<file path="src/rtl/cache_refill_ctrl.sv">
// Sequencer between the CPU and the cache array: read lookup, refill on miss,
// write-through on writes, saturating hit/miss statistics.
module cache_refill_ctrl #(
  parameter int ADDR_W      = 32,
  parameter int DATA_W      = 32,
  parameter int CNT_W       = 32,
  parameter int TIMEOUT_CYC = 64
) (
  input  logic              clk,
  input  logic              reset,
  input  logic              cpu_req,
  input  logic              cpu_we,
  input  logic [ADDR_W-1:0] cpu_addr,
  input  logic [DATA_W-1:0] cpu_wdata,
  output logic              cpu_ready,
  output logic              cpu_resp_valid,
  output logic [DATA_W-1:0] cpu_rdata,
  output logic              cpu_err,
  output logic [ADDR_W-1:0] cache_addr,
  output logic [DATA_W-1:0] cache_wdata,
  output logic              cache_we,
  output logic              cache_re,
  input  logic [DATA_W-1:0] cache_rdata,
  input  logic              cache_hit,
  output logic              mem_req,
  output logic              mem_we,
  output logic [ADDR_W-1:0] mem_addr,
  output logic [DATA_W-1:0] mem_wdata,
  input  logic              mem_ack,
  input  logic [DATA_W-1:0] mem_rdata,
  input  logic              stat_clr,
  output logic [CNT_W-1:0]  hit_count,
  output logic [CNT_W-1:0]  miss_count
);

  typedef enum logic [2:0] {
    IDLE, LOOKUP, CHECK, MEM_RD, MEM_WR, FILL, RESP
  } state_t;

  localparam int TW = (TIMEOUT_CYC > 1) ? $clog2(TIMEOUT_CYC) : 1;
  localparam logic [TW-1:0] TO_LAST = TW'(TIMEOUT_CYC - 1);

  state_t            state, state_n;
  logic [ADDR_W-1:0] addr_q;
  logic [DATA_W-1:0] wdata_q;
  logic [DATA_W-1:0] fill_q;
  logic [TW-1:0]     wait_cnt;
  logic              mem_wait;
  logic              timeout;

  assign mem_wait = (state == MEM_RD) || (state == MEM_WR);

  always_ff @(posedge clk) begin
    if (reset) state <= IDLE;
    else       state <= state_n;
  end

  always_comb begin
    state_n        = state;
    timeout        = 1'b0;
    cpu_ready      = 1'b0;
    cpu_resp_valid = 1'b0;
    cache_re       = 1'b0;
    cache_we       = 1'b0;
    mem_req        = 1'b0;
    mem_we         = 1'b0;
    case (state)
      IDLE: begin
        cpu_ready = 1'b1;
        if (cpu_req) state_n = cpu_we ? MEM_WR : LOOKUP;
      end
      LOOKUP: begin
        cache_re = 1'b1;
        state_n  = CHECK;
      end
      CHECK: state_n = cache_hit ? RESP : MEM_RD;
      MEM_RD, MEM_WR: begin
        mem_req = 1'b1;
        mem_we  = (state == MEM_WR);
        // An ack arriving on the final wait cycle still completes normally.
        if (mem_ack) state_n = FILL;
        else if (TIMEOUT_CYC != 0 && wait_cnt == TO_LAST) begin
          timeout = 1'b1;
          state_n = RESP;
        end
      end
      FILL: begin
        cache_we = 1'b1;
        state_n  = RESP;
      end
      RESP: begin
        cpu_resp_valid = 1'b1;
        state_n        = IDLE;
      end
      default: state_n = IDLE;
    endcase
  end

  always_ff @(posedge clk) begin
    if (reset) begin
      addr_q    <= '0;
      wdata_q   <= '0;
      fill_q    <= '0;
      wait_cnt  <= '0;
      cpu_rdata <= '0;
      cpu_err   <= 1'b0;
    end else begin
      if (state == IDLE && cpu_req) begin
        addr_q  <= cpu_addr;
        wdata_q <= cpu_wdata;
      end
      wait_cnt <= mem_wait ? wait_cnt + 1'b1 : '0;
      if (state == CHECK && cache_hit) begin
        cpu_rdata <= cache_rdata;
        cpu_err   <= 1'b0;
      end
      if (mem_wait && mem_ack) begin
        fill_q  <= (state == MEM_RD) ? mem_rdata : wdata_q;
        cpu_err <= 1'b0;
        if (state == MEM_RD) cpu_rdata <= mem_rdata;
      end else if (timeout) begin
        cpu_rdata <= '0;
        cpu_err   <= 1'b1;
      end
    end
  end

  // Clear wins over a same-cycle increment; counts stick at all-ones.
  always_ff @(posedge clk) begin
    if (reset || stat_clr) begin
      hit_count  <= '0;
      miss_count <= '0;
    end else if (state == CHECK) begin
      if (cache_hit && !(&hit_count))    hit_count  <= hit_count + 1'b1;
      if (!cache_hit && !(&miss_count))  miss_count <= miss_count + 1'b1;
    end
  end

  assign cache_addr  = addr_q;
  assign cache_wdata = fill_q;
  assign mem_addr    = addr_q;
  assign mem_wdata   = wdata_q;

endmodule

</file>
<file path="config.mk">
export PLATFORM = sky130hd
export DESIGN_NAME = cache_refill_ctrl
export DESIGN_NICKNAME = d
export VERILOG_FILES = /design/src/rtl/cache_refill_ctrl.sv
export SDC_FILE = /design/constraint.sdc
export NUM_CORES = 1
export LEC_CHECK = 0
export CAP_MARGIN = 25
export CELL_PAD_IN_SITES_DETAIL_PLACEMENT = 0
export CELL_PAD_IN_SITES_GLOBAL_PLACEMENT = 2
export CORE_ASPECT_RATIO = 0.5
export CORE_MARGIN = 2
export CORE_UTILIZATION = 21
export DETAILED_ROUTE_END_ITERATION = 12
export PLACE_DENSITY = 0.81
export REMOVE_ABC_BUFFERS = 1
export SYNTH_ARGS = -nofsm -noshare
export SYNTH_HDL_FRONTEND = slang
export SYNTH_SLANG_ARGS = --single-unit
</file>
<file path="constraint.sdc">
create_clock -name clk -period 2 [get_ports clk]
set_input_delay 0.2 -clock clk [delete_from_list [all_inputs] [get_ports clk]]
set_output_delay 0.2 -clock clk [all_outputs]
set_load 0.005 [all_outputs]
</file>
run_1/layer_met1.png
Scale: 2 px per um. Supply wires on this layer in gray.
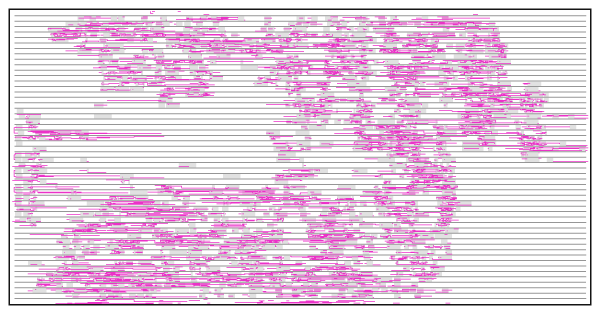
longest straight run = 64.9 um
nets with wire on the layer = 1486

run_1/layer_met3.png
Scale: 1.5 px per um.
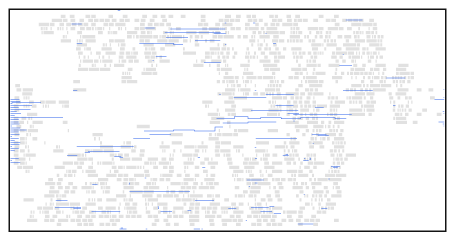
share of all routed wire = 3.2%
main direction = horizontal
wire length on this layer = 1120 um
nets with wire on the layer = 88

run_1/layer_met4.png
Scale: 2 px per um. Supply wires on this layer in gray.
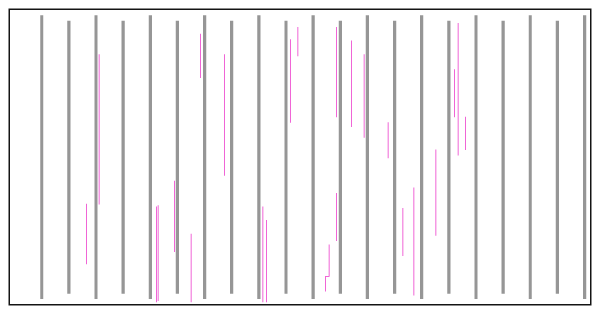
nets with wire on the layer = 16
main direction = vertical
wire length on this layer = 918 um

==> reports/metrics.cfg, run 1 <==
[cells_and_area]
area_growth_syn_to_layout_pct = 67.8
diodes = 0

[outcome]
status = complete, but fails checks
violations = negative setup slack

[die]
core_area_um2 = 40400

[logic_synthesis]
netlist_area_um2 = 8590
post_synth_num_cell_types = 53
yosys.area_share.aoi = 0.185
yosysChipArea_um2 = 8590
ys.flop_type = dfxtp_1
fa_ha_area_frac = 0.00437
yosys_cells = 1031
synthMuxAreaShare = 0.0373
top_cells_by_count = dfxtp_1, nand2_1, a21oi_1
synth.avg_cell_area_um2 = 8.33

[worst_setup_path]
rr_startpoint = state[0]$_SDFFE_PP0P_
critical_path_class = reg -> reg
reg2reg_to = hit_count[25]$_SDFFE_PP0P_
reg2regPathDepth = 7
startpoint_type = register

[power_and_ir_drop]
p_seq_mw = 4.36
p_clk_frac = 0.396
internal-power_mw = 7.59
p_switching_mw = 2.73

[min_path]
hold_class = in -> reg

[placement]
place.gp.congestion = 0.812

[timing]
worst_pin_slew_ps = 667
finalWorstSetupSlack_ps = -130
max_freq_ghz = 0.469
setup_viol = 22

[routing]
drt-pass1-iter-count = 5
drc = 0

[clocking]
clock-sinks = 202
cts_resized = 35

[run 1: critical path: stages (launching register included)]
cell      delay, ps
dfxtp_2         330
buf_8           120
buf_6           100
and4bb_2        350
nand4_1         140
a2111o_1        480
or3_4           420
a21oi_2         120
[run 1: metal layers]
metal,vias to the layer above,global-route usage,wire length [um]
met5,-,0,0
met4,0,0.0406,917
met3,54,0.0227,1120
met2,181,0.297,19000
met1,4538,0.187,14300
li1,4501,-,-
[run 1: flip-flops by register name, indices dropped and copies added, names as in the netlist]
register,count
mem_wdata,32
state,3
hit_count,32
cache_wdata,32
cpu_rdata,32
wait_cnt,6
cache_addr,32
miss_count,32
cpu_err,1
[run 1: cells in the final DEF (no fill, tap or decap), types with 4 or more instances in the layout]
cell and count:
a21oi_1 114, a222oi_1 31, and4_1 4, buf_12 8, buf_4 108, buf_6 8
clkbuf_1 7, clkbuf_16 23, clkdlybuf4s50_1 359, clkinv_2 6, dfxtp_1 196, dfxtp_2 6
inv_1 16, mux2i_1 32, nand2_1 191, nand3_1 26, nand4_1 19, nor2_1 64
nor3_1 4, o211ai_1 5, o21ai_0 49, o22ai_1 32, o31ai_1 4, or2_2 5
or3_1 48, or4_1 6, xnor2_1 9, xor2_1 4
[run 1: metrics by stage]
stage	hold slack, ps	instance area (um^2)
floorplan	269	8090
global placement	427	13300
detailed placement	441	13300
CTS	75.7	14200
global route	86.3	14400
finish	89.2	14400
[run 1: final cells by class]
class	instances	area, um^2
clock buffers	33	643
clock inverters	7	60.1
fillers	4122	26000
inverters	17	63.8
multi-input cells	714	4210
flip-flops and latches	202	4050
well taps	540	676
repair buffers	489	4710
run_1/congestion.png
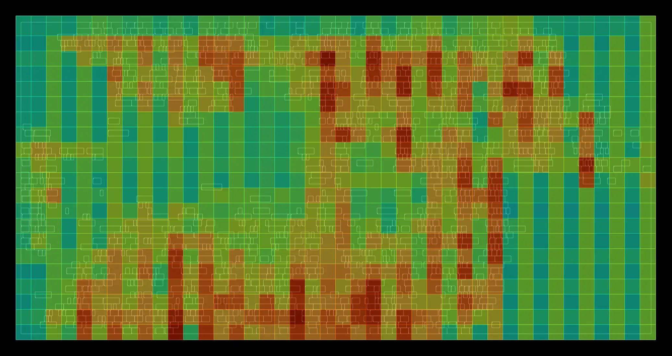

==> run 1 -> run 2 <==
CORE_MARGIN = default   (was 2)
run_2/congestion.png
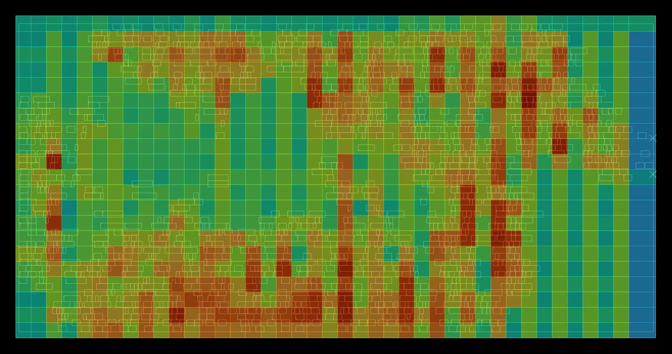
wire per inst: 17.4 um
met3 Track Usage GR: 0.0247
met2 track utilization from global routing: 0.300
GRT busiest layer: met2
total track usage: 0.158

run_2/layer_met4.png
Scale: 2 px per um. Supply wires on this layer in gray.
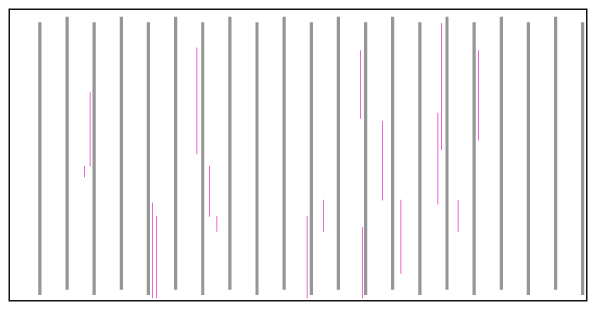
share of all routed wire = 1.7%
main direction = vertical
wire length on this layer = 588 um
nets with wire on the layer = 9
longest straight run = 63.2 um

==> run 2 against run 1 <==
Against the previous run: cell count is essentially flat; power grew 5.9%; the run ends with design-rule violations, negative setup slack left; area after synthesis is the same; flip-flop count is the same; highest routed layer unchanged; global-route usage grew 0.050 points; final area grew 2.1%; critical endpoint is now miss_count[18]$_SDFFE_PP0P_; combinational power shrank 2%.
==> reports/metrics.cfg, run 2 <==
[worst_setup_path]
path_cells = or4b_4 > buf_6 > nor4_4 > o211ai_1 > buf_4 > or3_1 > a21oi_1
startpoint_type = register
critical_path_class = reg -> reg
cpMaxStageDelayCell = or4b_4
crit_buf_inv = 2  ; unchanged

[logic_synthesis]
ys.flop_type = dfxtp_1
netlist_area_um2 = 8590  ; unchanged
yosys_cells = 1031  ; unchanged
yosysChipArea_um2 = 8590  ; unchanged

[cells_and_area]
lay_top_cells = clkdlybuf4s50_1, nand2_1, dfxtp_1, a21oi_1, buf_4
post-route-cell-area_um2 = 14700  ; +2.1%
lay_top_count = clkdlybuf4s50_1
diodes = 0  ; unchanged

[routing]
drt-pass1-iter-count = 12  ; +7
drc = 4  ; +4
met3_length_mm = 1.31  ; +17%

[placement]
place.gp.congestion = 0.817  ; +0.69%
dpl_cell_area_um2 = 13300  ; +0.47%

[outcome]
status = complete, but fails checks
violations = design-rule violations, negative setup slack

[die]
core_area_um2 = 39600  ; -1.9%

[timing]
worst_pin_slew_ps = 693  ; +25.7 ps
hold_slack_ps = 77.2  ; -12.0 ps
setup_viol = 22  ; unchanged
finalWorstSetupSlack_ps = -158  ; -28.1 ps

run_2/layer_met3.png
Scale: 1.5 px per um.
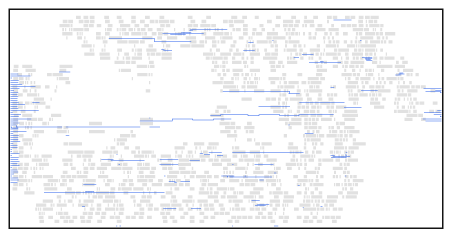
main direction = horizontal
nets with wire on the layer = 113

## run 2: through the flow
stage	setup slack [ps]	utilization
6_report	-158	0.371
5_1_grt	-259	0.371
4_1_cts	-157	0.364
3_5_place_dp	-542	0.337
3_3_place_gp	-499	0.337
2_1_floorplan	-1470	-
## run 2: kinds of logic (layout without fill, tap and decap cells)
family | Yosys count | in the layout | share of synthesized area
AOI/OAI and AO/OA | 259 | 262 | 0.185
xor gates and xnor gates | 13 | 13 | 0.0133
adders and majority gates | 3 | 3 | 0.00437
buffers and inverters | 117 | 557 | 0.0663
DFF | 202 | 202 | 0.471
muxes | 32 | 32 | 0.0373
and+or+nand+nor | 405 | 405 | 0.223
## run 2: area by class of cell
class                           instances  area (um^2)
Fill cell                            3954        24900
Clock buffer                           29          648
Timing Repair Buffer                  500         4800
Inverter                               17         63.8
Sequential cell                       202         4060
Clock inverter                         11          188
Multi-Input combinational cell        715         4280
Tap cell                              530          663
## run 2: worst paths after layout
check	start	end	slack, ps	depth (start not counted)
setup / recovery	state[0]$_SDFFE_PP0P_	miss_count[18]$_SDFFE_PP0P_	-160	7
hold / removal	reset	miss_count[30]$_SDFFE_PP0P_	80	3
setup reg to reg	state[0]$_SDFFE_PP0P_	miss_count[18]$_SDFFE_PP0P_	-160	7
hold reg to reg	wait_cnt[0]$_SDFF_PP0_	wait_cnt[0]$_SDFF_PP0_	460	1
## run 2: repair_timing
item,CTS,global route
resized,39,56
cloned,2,4
buffers inserted,10,15
endpoints found under the setup margin,47,64
pin swaps,33,23
## run 2: power by group
part / internal [mW] / switching [mW] / total [mW]
registers: 4.22 / 0.142 / 4.36
logic: 1.00 / 0.821 / 1.82
clock network: 2.93 / 1.82 / 4.75
total: 8.15 / 2.78 / 10.9
Power figures rest on the tool's default switching activity, not on a simulated workload.
